**src/rtl/multitrig_if.sv**
```systemverilog
// multitrig_if: channel data, trigger configuration and trigger outputs for multitrig.
// Latency: none, this file only groups the wires.
// Backpressure: none, all signals are free-running in the ADCCLK domain.
interface multitrig_if #(
    parameter int NCH   = 4,
    parameter int ABITS = 12,
    parameter int HBITS = 8
);
    logic [16*NCH-1:0] dpdata;
    logic [NCH-1:0]    chmask;
    logic [ABITS-1:0]  ithr;
    logic [ABITS-1:0]  sthr;
    logic [4:0]        mult;
    logic [HBITS-1:0]  holdoff;
    logic              inhibit;
    logic              exttrig;
    logic              trig;
    logic [31:0]       tcnt;

    // Source side: the prc1chan outputs and the register block.
    modport master (
        output dpdata, chmask, ithr, sthr, mult, holdoff, inhibit, exttrig,
        input  trig, tcnt
    );

    // Trigger side.
    modport slave (
        input  dpdata, chmask, ithr, sthr, mult, holdoff, inhibit, exttrig,
        output trig, tcnt
    );
endinterface

```
**src/rtl/multitrig.sv**
```systemverilog
// multitrig: N-channel coincidence trigger with half-threshold re-arm hysteresis and holdoff.
// Latency: trig is high after the second ADCCLK edge following sample capture.
// Backpressure: none; inhibit suppresses internal triggers. Optional MULTITRIG_EXT_EN adds exttrig.
module multitrig #(
    parameter int NCH   = 4,
    parameter int ABITS = 12,
    parameter int HBITS = 8
) (
    input  logic        ADCCLK,
    input  logic        reset,
    multitrig_if.slave  bus
);
    // Sum width grows by clog2(NCH) so that the masked sum can never overflow.
    localparam int SW = 16 + $clog2(NCH);

    typedef enum logic [1:0] {ST_ARMED, ST_FIRED, ST_HOLD} state_t;

    logic signed [15:0]    r_p [NCH];
    logic signed [SW-1:0]  r_sum;
    logic [NCH-1:0]        r_ov;
    logic                  r_inh;
    state_t                r_state;
    state_t                w_nstate;
    logic [HBITS-1:0]      r_cnt;
    logic [HBITS-1:0]      w_ncnt;
    logic                  r_trig;
    logic [31:0]           r_tcnt;

    logic signed [SW-1:0]  w_sum;
    logic [NCH-1:0]        w_ov;
    logic signed [16:0]    w_ithr_x;
    logic signed [SW-1:0]  w_sthr_x;
    logic signed [SW-1:0]  w_shalf_x;
    logic [4:0]            w_pop;
    logic [4:0]            w_mreq;
    logic                  w_hit;
    logic                  w_rel;
    logic                  w_fire;
    logic                  w_ext;

    // Thresholds are unsigned; zero-extend them so signed compares against samples are exact.
    assign w_ithr_x  = {{(17-ABITS){1'b0}}, bus.ithr};
    assign w_sthr_x  = {{(SW-ABITS){1'b0}}, bus.sthr};
    assign w_shalf_x = {{(SW-ABITS+1){1'b0}}, bus.sthr[ABITS-1:1]};

    // Stage P: capture every channel sample.
    always_ff @(posedge ADCCLK or posedge reset) begin
        if (reset) begin
            for (int i = 0; i < NCH; i++) r_p[i] <= '0;
        end else begin
            for (int i = 0; i < NCH; i++) r_p[i] <= bus.dpdata[16*i +: 16];
        end
    end

    // Masked sum and masked over-threshold flags taken from stage P.
    always_comb begin
        logic signed [16:0] v_ch;
        w_sum = '0;
        w_ov  = '0;
        v_ch  = '0;
        for (int i = 0; i < NCH; i++) begin
            v_ch = {r_p[i][15], r_p[i]};
            if (bus.chmask[i]) begin
                w_sum   = w_sum + $signed({{(SW-16){r_p[i][15]}}, r_p[i]});
                w_ov[i] = (v_ch > w_ithr_x);
            end
        end
    end

    // Stage C keeps only the sum and flags; nothing downstream needs per-channel copies.
    always_ff @(posedge ADCCLK or posedge reset) begin
        if (reset) begin
            r_sum <= '0;
            r_ov  <= '0;
        end else begin
            r_sum <= w_sum;
            r_ov  <= w_ov;
        end
    end

    // Coincidence and release decisions from stage C against the live configuration.
    always_comb begin
        w_pop = '0;
        for (int i = 0; i < NCH; i++) w_pop = w_pop + {4'b0, r_ov[i]};
        w_mreq = (bus.mult == 5'd0) ? 5'd1 : bus.mult;
        w_hit  = (w_pop >= w_mreq) && (r_sum > w_sthr_x);
        w_rel  = (r_sum <= w_shalf_x);
    end

    // Trigger state machine: next state, holdoff counter and internal fire pulse.
    always_comb begin
        w_nstate = r_state;
        w_ncnt   = r_cnt;
        w_fire   = 1'b0;
        if (r_inh) begin
            w_nstate = ST_ARMED;
            w_ncnt   = '0;
        end else begin
            case (r_state)
                ST_ARMED: begin
                    if (w_hit) begin
                        w_nstate = ST_FIRED;
                        w_fire   = 1'b1;
                    end
                end
                ST_FIRED: begin
                    if (w_rel) begin
                        if (bus.holdoff == '0) begin
                            w_nstate = ST_ARMED;
                        end else begin
                            w_nstate = ST_HOLD;
                            w_ncnt   = bus.holdoff;
                        end
                    end
                end
                ST_HOLD: begin
                    if (r_cnt <= HBITS'(1)) begin
                        w_nstate = ST_ARMED;
                        w_ncnt   = '0;
                    end else begin
                        w_ncnt = r_cnt - HBITS'(1);
                    end
                end
                default: begin
                    w_nstate = ST_ARMED;
                    w_ncnt   = '0;
                end
            endcase
        end
    end

    // State register, inhibit flop, trigger output and internal trigger counter.
    always_ff @(posedge ADCCLK or posedge reset) begin
        if (reset) begin
            r_state <= ST_ARMED;
            r_cnt   <= '0;
            r_inh   <= 1'b0;
            r_trig  <= 1'b0;
            r_tcnt  <= '0;
        end else begin
            r_state <= w_nstate;
            r_cnt   <= w_ncnt;
            r_inh   <= bus.inhibit;
            r_trig  <= w_fire | w_ext;
            r_tcnt  <= r_tcnt + {31'b0, w_fire};
        end
    end

`ifdef MULTITRIG_EXT_EN
    logic r_es1, r_es2, r_es3, r_ext;

    // External trigger: two-flop synchronizer, rising-edge detect, one alignment flop.
    always_ff @(posedge ADCCLK or posedge reset) begin
        if (reset) begin
            r_es1 <= 1'b0;
            r_es2 <= 1'b0;
            r_es3 <= 1'b0;
            r_ext <= 1'b0;
        end else begin
            r_es1 <= bus.exttrig;
            r_es2 <= r_es1;
            r_es3 <= r_es2;
            r_ext <= r_es2 & ~r_es3;
        end
    end
    assign w_ext = r_ext;
`else
    logic w_unused_ext;
    assign w_unused_ext = bus.exttrig;
    assign w_ext        = 1'b0;
`endif

    assign bus.trig = r_trig;
    assign bus.tcnt = r_tcnt;
endmodule

```
**src/flat_wrapper.sv**
```systemverilog
// flat-port wrapper written by rule: the top's interface ports become plain ports
module multitrig_flat 
#(
    parameter int NCH   = 4,
    parameter int ABITS = 12,
    parameter int HBITS = 8
)
  (ADCCLK, reset, bus_dpdata, bus_chmask, bus_ithr, bus_sthr, bus_mult, bus_holdoff, bus_inhibit, bus_exttrig, bus_trig, bus_tcnt);
  multitrig_if #(.NCH(NCH), .ABITS(ABITS), .HBITS(HBITS)) bus_i ();
  input  logic ADCCLK;
  input  logic reset;
  input wire logic [$bits(bus_i.dpdata)-1:0] bus_dpdata;
  input wire logic [$bits(bus_i.chmask)-1:0] bus_chmask;
  input wire logic [$bits(bus_i.ithr)-1:0] bus_ithr;
  input wire logic [$bits(bus_i.sthr)-1:0] bus_sthr;
  input wire logic [$bits(bus_i.mult)-1:0] bus_mult;
  input wire logic [$bits(bus_i.holdoff)-1:0] bus_holdoff;
  input wire logic [$bits(bus_i.inhibit)-1:0] bus_inhibit;
  input wire logic [$bits(bus_i.exttrig)-1:0] bus_exttrig;
  output wire logic [$bits(bus_i.trig)-1:0] bus_trig;
  output wire logic [$bits(bus_i.tcnt)-1:0] bus_tcnt;
  assign bus_i.dpdata = bus_dpdata;
  assign bus_i.chmask = bus_chmask;
  assign bus_i.ithr = bus_ithr;
  assign bus_i.sthr = bus_sthr;
  assign bus_i.mult = bus_mult;
  assign bus_i.holdoff = bus_holdoff;
  assign bus_i.inhibit = bus_inhibit;
  assign bus_i.exttrig = bus_exttrig;
  assign bus_trig = bus_i.trig;
  assign bus_tcnt = bus_i.tcnt;
  multitrig #(.NCH(NCH), .ABITS(ABITS), .HBITS(HBITS)) u_core (.ADCCLK(ADCCLK), .reset(reset), .bus(bus_i));
endmodule
```
**config.mk**
```make
export PLATFORM = sky130hd
export DESIGN_NAME = multitrig_flat
export DESIGN_NICKNAME = d
export VERILOG_FILES = /design/src/rtl/multitrig_if.sv /design/src/rtl/multitrig.sv /design/src/flat_wrapper.sv
export SDC_FILE = /design/constraint.sdc
export NUM_CORES = 1
export LEC_CHECK = 0
export ABC_AREA = 1
export CAP_MARGIN = 15
export CORE_AREA = 2 2 238 146
export DETAILED_ROUTE_END_ITERATION = 8
export DIE_AREA = 0 0 240 148
export HOLD_SLACK_MARGIN = 0.08
export PLACE_DENSITY = 0.59
export SYNTH_ARGS = -nofsm -noshare
export SYNTH_HDL_FRONTEND = slang
export SYNTH_SLANG_ARGS = --single-unit
```
**constraint.sdc**
```tcl
create_clock -name ADCCLK -period 13.2 [get_ports ADCCLK]
set_clock_uncertainty 0.05 [all_clocks]
set_input_delay 2.64 -clock ADCCLK [delete_from_list [all_inputs] [get_ports ADCCLK]]
set_output_delay 2.64 -clock ADCCLK [all_outputs]
set_load 0.01 [all_outputs]
```
==> reports/results.ini, run 1 <==
[outcome]
status=complete, no violations

[synth]
ys.flops=130
post_synth_num_cell_types=50
top_area_share_pct=32.88
ff_type=dfrtp_1
ys_sh_aoi_pct=9.914
syn_avg_cell_area_um2=7.658
yosys_cells=1292
edf_count=0
syn-instance-count=1292
synthTopCellsByArea=dfrtp_1 (33%), ha_1 (17%), nand2_1 (12%)
fp_nets=1536
syn_area_mm2=0.009894
synthMuxAreaShare_pct=0
ys_warn_count=0

[detailed_routing]
wl_per_cell_um=15.79
first_pass_iters=6
highest_layer=met4
final_antenna_net_count=0
wl_um=30200
num_vias=8969

[finish]
buf_share_pct=11.38
syn_to_final_growth_pct=25.73
regArea_mm2=0.003253
fillers=3457
drive_gt1_share_pct=4.477
layout_top_cell=nand2_1
logic_area_mm2=0.005921
fin_nets=1683
finish.utilization_pct=37.35

[place]
dp_cells=1879
dpl.hpwl_um=25060
place_ws_ns=4.643

[worst_setup_path]
worst-r2r-cell-count=35
crit_top_cell=nand3_1
endpoint=u_core.r_sum[17]
ff2ff_setup_slack_ns=7.73
startpoint_type=primary input
path_class=in2reg
worstReg2RegStart=u_core.r_p[48]
startpoint=bus_chmask[1]
cp_data_arrival_time_ns=8.53

[timing]
hold_viol=0
fin_crit_ns=8.263
post-route-period-util_pct=62.60
setup_viol=0
finalMaxSlewViolations=0

[power]
p_leak_uw=0.006275
net-switching-power_uw=506.4
p_int_uw=930.3
p_seq_uw=466

[floorplan]
core-area_mm2=0.03331
die_h_um=148
tap_cells=459
die_w_um=240
ioPinCount=142

[cts]
clock_sinks=130
cts_hold_buf=0
clockBufferDepth=2
cts_setup_buffers=0
cts_tree=done

[flow_run]
warning_count=32
drv_cap=0

[grt]
grt_usage_pct=17.64
top_usage_layer=met1

[min_path]
hp-start=u_core.bus.tcnt[31]

run 1: registers in the layout, summed over array words and instances (netlist names):
register,count
u_core.bus.trig,1
u_core.r_inh,1
u_core.r_state,2
u_core.r_cnt,8
u_core.r_sum,18
u_core.r_ov,4
u_core.bus.tcnt,32
u_core.r_p,64
run 1: cells in the mapped netlist, types with 6 or more instances:
library cell	count
a31oi_1	7
nand3b_1	7
dfrtp_1	130
ha_1	131
nor3_1	19
nand3_1	101
inv_1	169
nand4_1	23
and2_1	8
nor2_1	89
xor2_1	31
clkbuf_1	11
xnor2_1	25
a21oi_1	66
a21boi_0	6
or2_2	8
o21ai_0	55
nand2_1	329
o21bai_1	9
run 1: worst max-delay path: cells and delay by family:
family,cells,cell delay [ns]
compound gates,4,1.06
fa+ha+maj,2,0.77
buf+inv,6,2.02
simple gates,14,2.01
run_1/gate_families.png
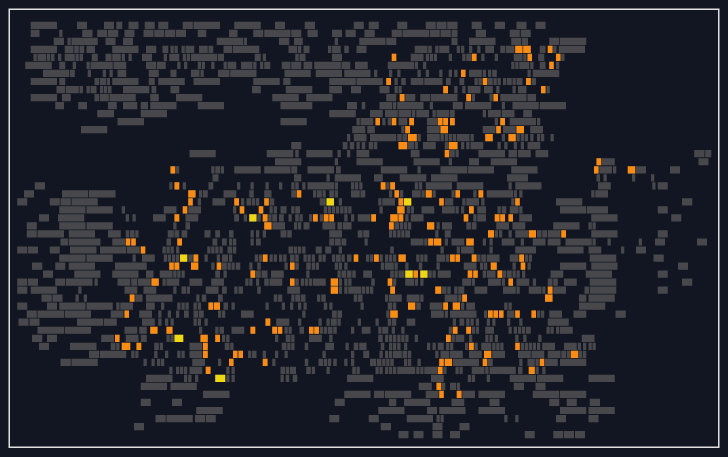
[inverting AOI/OAI gates] orange | cells: 164
[AND-OR and OR-AND gates] yellow | cells: 8

run_1/clock_map.png
Bar = 50 µm.
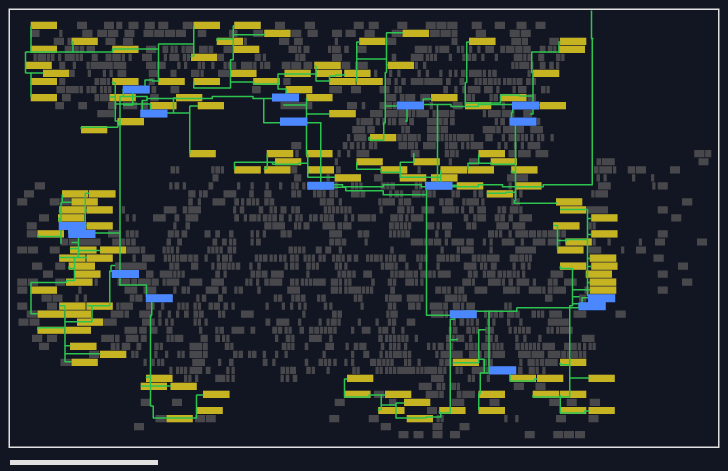
[cells driving clock nets] blue | count: 17
[clock wires] green | length: 2010 µm
[flip-flops] yellow | count: 130
flops lie: all over the die
Clk pwr share: 34.5%
power drawn by the clock network: 496 µW
clock latency on the worst-skew pair: 0.44 ns

run_1/metal_stack.png
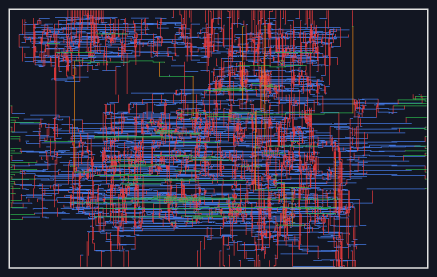
[met1] blue | wire length: 16800 µm
[met4] orange | wire length: 392 µm
[met3] green | wire length: 2020 µm
[met2] red | wire length: 11000 µm

==> run 2, diff against run 1 <==
- clock period: 13.2 -> 8.1 ns (I/O delays scaled with it)
run_2/metal_stack.png
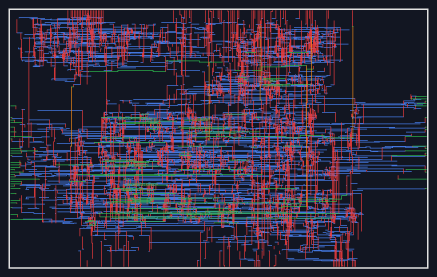
[met4] orange | wire length: 290 µm
[met2] red | wire length: 11400 µm
[met3] green | wire length: 2330 µm
[met1] blue | wire length: 16600 µm

==> run 2 against run 1 <==
  * Setup slack got worse by 4.0 ns
  * Final cell count about the same
  * Cell area shrank 0.16%
  * Synthesized area stayed put
  * Sequential cell count unchanged
  * Critical endpoint unchanged
  * Highest routed layer unchanged
  * Clock power increased by 54%
  * Register-to-register slack got worse by 5.0 ns
==> reports/results.ini, run 2 <==
[worst_setup_path]
crit_fanout=15  ; was 20
cp_data_arrival_time_ns=7.41  ; was 8.53 ns
startpoint=bus_chmask[0]  ; was bus_chmask[1]
worst-r2r-cell-count=32  ; was 35
path_class=in2reg  ; unchanged
startpoint_type=primary input  ; unchanged
worstReg2RegStart=u_core.r_p[56]  ; was u_core.r_p[48]
endpoint=u_core.r_sum[17]  ; unchanged
cp.depth=34  ; was 26
crit_buf_inv=5  ; was 6
cp_top_family=simple AND/OR/NAND/NOR gates  ; was buffers and inverters
ff2ff_setup_slack_ns=2.73  ; was 7.73 ns

[finish]
drive_gt1_share_pct=4.608  ; was 4.477%
fillers=3492  ; was 3457
regArea_mm2=0.003253  ; unchanged
regMostFlops=u_core.r_p  ; unchanged
largest_reg_flops=64  ; unchanged
layout_top_cell=nand2_1  ; unchanged
finish.utilization_pct=37.29  ; was 37.35%
syn_to_final_growth_pct=25.53  ; was 25.73%
logic_area_mm2=0.005921  ; unchanged
fin_nets=1685  ; was 1683

[timing]
fin_crit_ns=7.145
grt_setup_unrepaired=false  ; unchanged
postLayoutSetupSlackWorst_ns=0.9546  ; was 4.937 ns
hold_viol=0  ; unchanged
post-route-period-util_pct=88.22
finalMaxSlewViolations=0  ; unchanged
setup_viol=0  ; unchanged
worst_pin_slew_ns=0.9387  ; was 0.9294 ns

[grt]
grt_usage_pct=17.84  ; was 17.64%

[detailed_routing]
num_vias=8980  ; was 8969
first_pass_iters=5  ; was 6
final_antenna_net_count=0  ; unchanged
wl_per_cell_um=16.02  ; was 15.79 µm
wl_um=30650  ; was 30200 µm

[outcome]
status=complete, no violations  ; unchanged

[power]
p_leak_uw=0.006275  ; about the same
net-switching-power_uw=824.4  ; was 506.4 µW
p_int_uw=1476  ; was 930.3 µW
comb-power_uw=776  ; was 475 µW

[place]
place_ws_ns=0.6857  ; was 4.643 ns
portBuffers=140  ; unchanged
dpl.hpwl_um=25290  ; was 25060 µm
dp_cells=1881  ; was 1879

[synth]
synth.most_common_cell=nand2_1  ; unchanged
yosys_cells=1292  ; unchanged
syn-instance-count=1292  ; unchanged
ys.flops=130  ; unchanged
syn_avg_cell_area_um2=7.658  ; unchanged
post_synth_num_cell_types=50  ; unchanged
synthTopCellsByCount=nand2_1 (329), inv_1 (169), ha_1 (131)  ; unchanged
synthTopCellsByArea=dfrtp_1 (33%), ha_1 (17%), nand2_1 (12%)  ; unchanged
top_area_share_pct=32.88  ; unchanged
ys_warn_count=0  ; unchanged
edf_count=0  ; unchanged
fp_nets=1536  ; unchanged

[flow_run]
warning_count=32  ; unchanged
drv_cap=0  ; unchanged

[cts]
clock_sinks=130  ; unchanged
cts-root-buf=clkbuf_16  ; unchanged
cts_setup_buffers=0  ; unchanged
clockBufferDepth=2  ; unchanged
clkLatencyLatePin_ns=0.44  ; about the same
cts_tree=done  ; unchanged
cts_hold_buf=0  ; unchanged

[floorplan]
core-area_mm2=0.03331  ; unchanged
die_w_um=240  ; unchanged
ioPinCount=142  ; unchanged
die_h_um=148  ; unchanged

[min_path]
hp-start=u_core.bus.tcnt[31]  ; unchanged

run_2/clock_map.png
Bar = 50 µm.
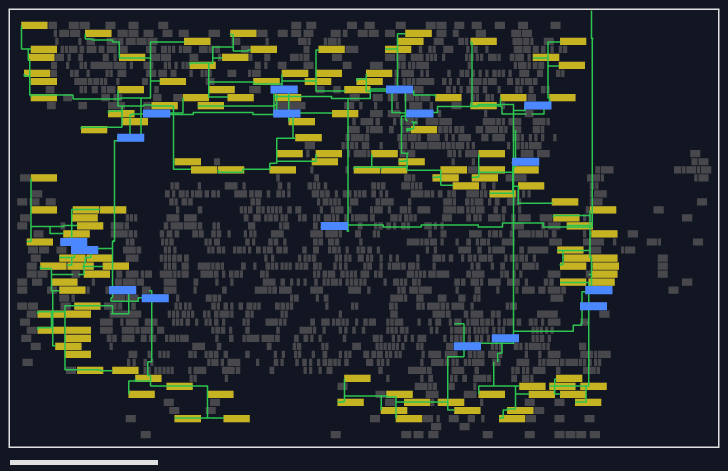
power drawn by the clock network: 766 µW
Clk pwr share: 33.3%

[run 2: kinds of logic after synthesis]
group	after synthesis	share of synthesized area, %
AOI/OAI and AO/OA	172	9.914
xor gates and xnor gates	56	4.957
adders and majority gates	135	17.37
buffers and inverters	188	7.284
DFF	130	32.88
and+or+nand+nor	611	27.59
[run 2: layer usage]
metal / wire length [µm] / part of all wire, % / GRT usage [%]
met5: 0 / 0 / 0
met4: 290 / 0.95 / 4.255
met3: 2333 / 7.6 / 4.295
met2: 11400 / 37 / 23.05
met1: 16630 / 54 / 28.70
[run 2: cell type report]
type,count,area share (%)
inverters,174,5.279
repair buffers,144,11.52
multi-input cells,974,47.67
well taps,459,4.624
flip-flops and latches,130,26.19
clock buffers,17,3.425
clock inverters,15,1.289
==> run 3, diff against run 2 <==
- clock period: 8.1 -> 8.7 ns (I/O delays scaled with it)
run_3/clock_map.png
Bar = 50 µm.
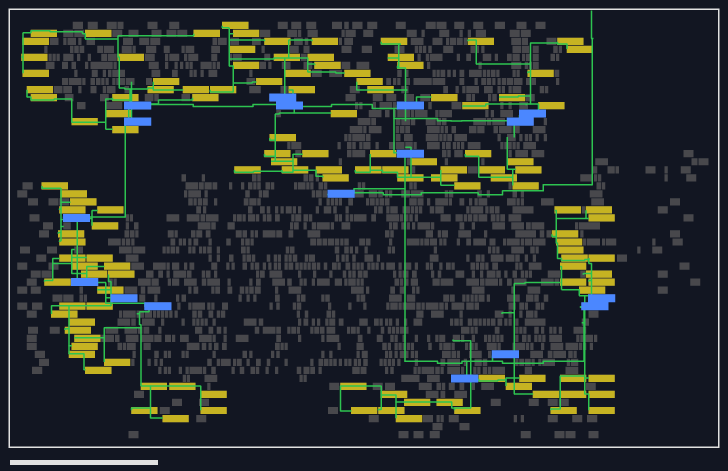
Clk pwr share: 31.5%
power drawn by the clock network: 655 µW

==> run 3 against run 2 <==
  * Die size is the same
  * Sequential share of layout area grew 0.12 points
  * Sequential power shrank 7.0%
  * Cell area shrank 0.44%
  * Global-route usage shrank 0.16 points
  * Non-clock buffer count shrank 1
==> reports/results.ini, run 3 <==
[outcome]
status=complete, no violations  ; unchanged

[synth]
syn-instance-count=1292  ; unchanged
edf_count=0  ; unchanged
simple_gate_share_pct=27.59  ; unchanged
top_area_share_pct=32.88  ; unchanged
synthMuxAreaShare_pct=0  ; unchanged
synthTopCellsByArea=dfrtp_1 (33%), ha_1 (17%), nand2_1 (12%)  ; unchanged
syn_avg_cell_area_um2=7.658  ; unchanged
yosys_cells=1292  ; unchanged
ff_type=dfrtp_1  ; unchanged
synth.most_common_cell=nand2_1  ; unchanged
ys_sh_xor_pct=4.957  ; unchanged
ys_warn_count=0  ; unchanged
syn_area_mm2=0.009894  ; unchanged
fp_nets=1536  ; unchanged
post_synth_num_cell_types=50  ; unchanged

[detailed_routing]
final_antenna_net_count=0  ; unchanged
wl_per_cell_um=15.72  ; was 16.02 µm
wl_met2_um=10880  ; was 11400 µm
first_pass_iters=5  ; unchanged
via_per_inst=4.730  ; was 4.694
num_vias=9048  ; was 8980
wl_um=30080  ; was 30650 µm
wl_met1_um=16670  ; was 16630 µm
wl_met3_um=2187  ; was 2333 µm

[timing]
grt_setup_unrepaired=false  ; unchanged
finalMaxSlewViolations=0  ; unchanged
worst_pin_slew_ns=0.9993  ; was 0.9387 ns
setup_viol=0  ; unchanged
postLayoutSetupSlackWorst_ns=1.420  ; was 0.9546 ns
hold_viol=0  ; unchanged
post-route-period-util_pct=83.68

[finish]
syn_to_final_growth_pct=24.97  ; was 25.53%
drive_gt1_share_pct=4.542  ; was 4.608%
layout_top_cell=nand2_1  ; unchanged
finish.utilization_pct=37.12  ; was 37.29%
regMostFlops=u_core.r_p  ; unchanged
fin_nets=1684  ; was 1685
largest_reg_flops=64  ; unchanged

[place]
dp_cells=1880  ; was 1881
dpl.hpwl_um=25120  ; was 25290 µm
portBuffers=140  ; unchanged
place_ws_ns=1.162  ; was 0.6857 ns

[grt]
grt_use_met3_pct=3.959  ; was 4.295%
met1_usage_pct=29.01  ; was 28.70%
grt_usage_pct=17.68  ; was 17.84%
top_usage_layer=met1  ; unchanged
grt_pass1_vias=8652  ; was 8514
met2_usage_pct=22.44  ; was 23.05%

[worst_setup_path]
worstReg2RegStart=u_core.r_p[48]  ; was u_core.r_p[56]
startpoint=bus_chmask[0]  ; unchanged
worst-r2r-cell-count=35  ; was 32
startpoint_type=primary input  ; unchanged
endpoint=u_core.r_sum[17]  ; unchanged
crit_buf_inv=7  ; was 5
cp_data_arrival_time_ns=7.55  ; was 7.41 ns
ff2ff_setup_slack_ns=3.30  ; was 2.73 ns
crit_fanout=16  ; was 15
crit_top_cell=nand2_1  ; unchanged

[power]
comb-power_uw=720  ; was 776 µW
p_leak_uw=0.006239  ; was 0.006275 µW
p_int_uw=1315  ; was 1476 µW
p_seq_uw=706  ; was 759 µW

[floorplan]
ioPinCount=142  ; unchanged
die_w_um=240  ; unchanged
die_h_um=148  ; unchanged
core-area_mm2=0.03331  ; unchanged

[cts]
cts_setup_buffers=0  ; unchanged
cts-root-buf=clkbuf_16  ; unchanged
cts_tree=done  ; unchanged
cts_hold_buf=0  ; unchanged
clkLatencyLatePin_ns=0.44  ; about the same
clockBufferDepth=2  ; unchanged

[flow_run]
warning_count=32  ; unchanged

run_3/gate_families.png
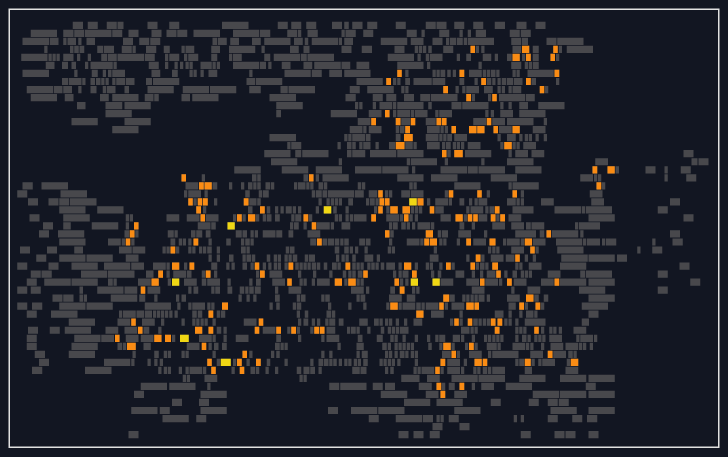
[AND-OR and OR-AND gates] yellow | cells: 8
[inverting AOI/OAI gates] orange | cells: 164

## run 3: worst min path at each step
stage / start / to / cells past startpoint
3_3_place_gp: u_core.bus.tcnt[31] / u_core.bus.tcnt[31] / 1
3_5_place_dp: u_core.bus.tcnt[31] / u_core.bus.tcnt[31] / 1
5_1_grt: u_core.bus.tcnt[31] / u_core.bus.tcnt[31] / 1
2_1_floorplan: u_core.r_p[63] / u_core.r_ov[0] / 1
6_report: u_core.bus.tcnt[31] / u_core.bus.tcnt[31] / 1
4_1_cts: u_core.bus.tcnt[31] / u_core.bus.tcnt[31] / 1
## run 3: layout make-up
type	count	area (µm²)
tap	459	574.3
inverter	174	655.6
antenna	1	2.502
fill	3482	20950
clock inverter	15	110.1
clock buffer	17	425.4
timing repair buffer	143	1424
sequential	130	3253
multi-input combinational	974	5921
Power figures rest on the tool's default switching activity, not on a simulated workload.
